==> images/util_map.png <==
Scale: 3 px per µm. 9 x 9 tiles, from black (low) to pale yellow (high), 0 to 100% covered.
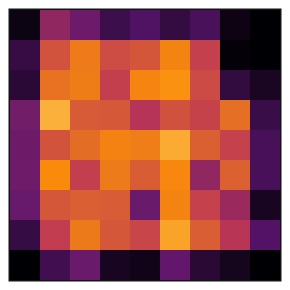
==> images/class_map.png <==
Scale: 4 px per µm. Fill, decap, tap and diode cells in grey.
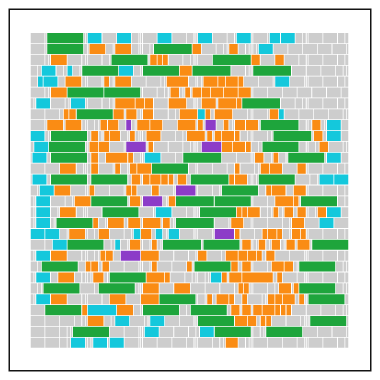
==> images/clock_wires.png <==
Scale: 6 px per µm.
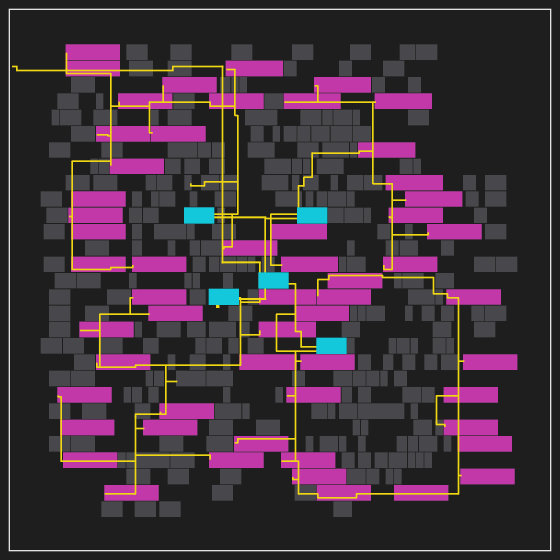
$ cat config.mk
export PLATFORM = sky130hd
export DESIGN_NAME = seg_scan_mux
export DESIGN_NICKNAME = d
export VERILOG_FILES = /design/src/rtl/seg_scan_mux.sv
export SDC_FILE = /design/constraint.sdc
export NUM_CORES = 1
export LEC_CHECK = 0
export CAP_MARGIN = 20
export CORE_MARGIN = 5
export CORE_UTILIZATION = 45
export CTS_CLUSTER_SIZE = 14
export DETAILED_ROUTE_END_ITERATION = 7
export GPL_TIMING_DRIVEN = 0
export PLACE_DENSITY = 0.64
export SYNTH_ARGS = -nofsm -noshare
export SYNTH_HDL_FRONTEND = slang
export SYNTH_SLANG_ARGS = --single-unit
$ cat constraint.sdc
create_clock -name clk -period 3 [get_ports clk]
set_input_delay 0.3 -clock clk [delete_from_list [all_inputs] [get_ports clk]]
set_output_delay 0.3 -clock clk [all_outputs]
set_load 0.005 [all_outputs]
$ cat src/rtl/seg_scan_mux.sv
// Time-multiplexed 7-segment scanner: hex decode, leading-zero/blank darkening, anode ghost guard.
// segs/dp/anodes are registered one cycle behind the scan state; enable=0 darkens everything at once.
module seg_scan_mux #(
  parameter int NUM_DIGITS  = 4,
  parameter int REFRESH_DIV = 100000,
  parameter int GUARD       = 4,
  localparam int IW = (NUM_DIGITS > 1) ? $clog2(NUM_DIGITS) : 1,
  localparam int CW = $clog2(REFRESH_DIV)
) (
  input  logic                    clk,
  input  logic                    rst,
  input  logic                    load,
  input  logic [4*NUM_DIGITS-1:0] data_in,
  input  logic [NUM_DIGITS-1:0]   dp_in,
  input  logic [NUM_DIGITS-1:0]   blank_in,
  input  logic                    lz_en,
  input  logic                    enable,
  output logic [6:0]              segs,
  output logic                    dp,
  output logic [NUM_DIGITS-1:0]   anodes,
  output logic [IW-1:0]           digit_idx,
  output logic                    frame_tick
);

  logic [CW-1:0]           r_cnt;
  logic [IW-1:0]           r_idx;
  logic [4*NUM_DIGITS-1:0] r_data;
  logic [NUM_DIGITS-1:0]   r_dp_sh;
  logic [NUM_DIGITS-1:0]   r_blank;
  logic [NUM_DIGITS-1:0]   r_anodes;
  logic [6:0]              r_segs;
  logic                    r_dp;
  logic                    r_tick;

  logic                    w_term;
  logic                    w_last;
  logic                    w_guard;
  logic                    w_zero_acc;
  logic                    w_dark;
  logic                    w_dp_cur;
  logic [3:0]              w_nib;
  logic [NUM_DIGITS-1:0]   w_sel;
  logic [NUM_DIGITS-1:0]   w_upper_zero;
  logic [NUM_DIGITS-1:0]   w_dark_vec;

  function automatic logic [6:0] hex7(input logic [3:0] n);
    case (n)
      4'h0: hex7 = 7'b0000001;
      4'h1: hex7 = 7'b1001111;
      4'h2: hex7 = 7'b0010010;
      4'h3: hex7 = 7'b0000110;
      4'h4: hex7 = 7'b1001100;
      4'h5: hex7 = 7'b0100100;
      4'h6: hex7 = 7'b0100000;
      4'h7: hex7 = 7'b0001111;
      4'h8: hex7 = 7'b0000000;
      4'h9: hex7 = 7'b0001100;
      4'hA: hex7 = 7'b0001000;
      4'hB: hex7 = 7'b1100000;
      4'hC: hex7 = 7'b0110001;
      4'hD: hex7 = 7'b1000010;
      4'hE: hex7 = 7'b0110000;
      default: hex7 = 7'b0111000;
    endcase
  endfunction

  assign w_term  = (r_cnt == CW'(REFRESH_DIV - 1));
  assign w_last  = (r_idx == IW'(NUM_DIGITS - 1));
  assign w_guard = (int'(r_cnt) < GUARD);

  // w_upper_zero[i]: every nibble from the top digit down to digit i is zero
  always_comb begin
    w_zero_acc   = 1'b1;
    w_upper_zero = '0;
    for (int i = NUM_DIGITS - 1; i >= 0; i--) begin
      w_zero_acc      = w_zero_acc & (r_data[4*i +: 4] == 4'h0);
      w_upper_zero[i] = w_zero_acc;
    end
  end

  // digit 0 is excluded from leading-zero suppression so a zero value still shows "0"
  always_comb begin
    w_dark_vec = r_blank;
    for (int i = 1; i < NUM_DIGITS; i++) begin
      w_dark_vec[i] = r_blank[i] | (lz_en & w_upper_zero[i]);
    end
  end

  always_comb begin
    w_nib    = 4'h0;
    w_dark   = 1'b0;
    w_dp_cur = 1'b0;
    w_sel    = '0;
    for (int i = 0; i < NUM_DIGITS; i++) begin
      if (r_idx == IW'(i)) begin
        w_nib    = r_data[4*i +: 4];
        w_dark   = w_dark_vec[i];
        w_dp_cur = r_dp_sh[i];
        w_sel[i] = 1'b1;
      end
    end
  end

  always_ff @(posedge clk or posedge rst) begin
    if (rst) begin
      r_cnt    <= '0;
      r_idx    <= '0;
      r_data   <= '0;
      r_dp_sh  <= '0;
      r_blank  <= '0;
      r_anodes <= '1;
      r_segs   <= 7'h7f;
      r_dp     <= 1'b1;
      r_tick   <= 1'b0;
    end else begin
      if (load) begin
        r_data  <= data_in;
        r_dp_sh <= dp_in;
        r_blank <= blank_in;
      end
      if (enable) begin
        if (w_term) begin
          r_cnt <= '0;
          r_idx <= w_last ? '0 : r_idx + IW'(1);
        end else begin
          r_cnt <= r_cnt + CW'(1);
        end
      end
      r_tick   <= enable & w_term & w_last;
      r_segs   <= w_dark ? 7'h7f : hex7(w_nib);
      r_dp     <= w_dark | ~w_dp_cur;
      // segments are already driven during the guard so they settle before the anode opens
      r_anodes <= (w_dark | w_guard) ? '1 : ~w_sel;
    end
  end

  assign segs       = enable ? r_segs : 7'h7f;
  assign dp         = enable ? r_dp : 1'b1;
  assign anodes     = enable ? r_anodes : '1;
  assign frame_tick = enable & r_tick;
  assign digit_idx  = r_idx;

endmodule

==> out/metrics.yaml <==
critical_path:
  ff2ff_path_depth: 11
  critPathTopFamily: "AND-OR/OR-AND gates"
  crit_path_end_kind: "flip-flop"
  r2r_slack_ps: 300
finish:
  sh_comb_area_pct: 38.26
  layout_top_cell: "dfrtp_1"
  seq_area_share_pct: 40.40
  biggestRegsByFlops: "r_cnt: 17 flops, r_data: 16 flops, r_segs: 7 flops"
  clk_share_pct: 2.677
die:
  chipHeight_um: 89.99
synthesis:
  ys_ff: 56
  ys_types: 43
drt:
  vias: 2077
placement:
  placed_area_um2: 3406
  dp_cells: 385
  dp_hpwl_um: 4399
global_routing:
  grt_pass1_vias: 2050
power:
  p_comb_uw: 350
  finalPower_uw: 1730
  netSwitchingPower_uw: 491.1
  powerSeq_uw: 948
job:
  max_cap_viol_count: 0
cts:
  htreeDepth: 2
timing:
  rsz0062_at_grt: "no"
  max-slew-margin-rel_pct: 50.89
run_status:
  status: "completed"
About util_map.png:
- mean over tiles: 42%
- nearly empty tiles: 6.2%
- fullest tile: 83%
- densest ninth of the die: centre
- emptiest ninth of the die: north-east

About class_map.png:
- orange: remaining logic cells (cells 198)
- green: registers (cells 56)
- purple: clock drivers and dummy loads (cells 8)
- cyan: remaining buffers and delay cells (cells 54)

About clock_wires.png:
- cyan: clock-net drivers (count 5)
- yellow: clock wires (length 691 µm)
- magenta: flip-flops (count 56)
- flops lie: spread over the die
clk_lat worst skew: 300 ps
clk_skew: 12.37 ps
Clk. pwr: 432 µW
Clk pwr share: 25.0%

Power is estimated from default activity; no workload was simulated.
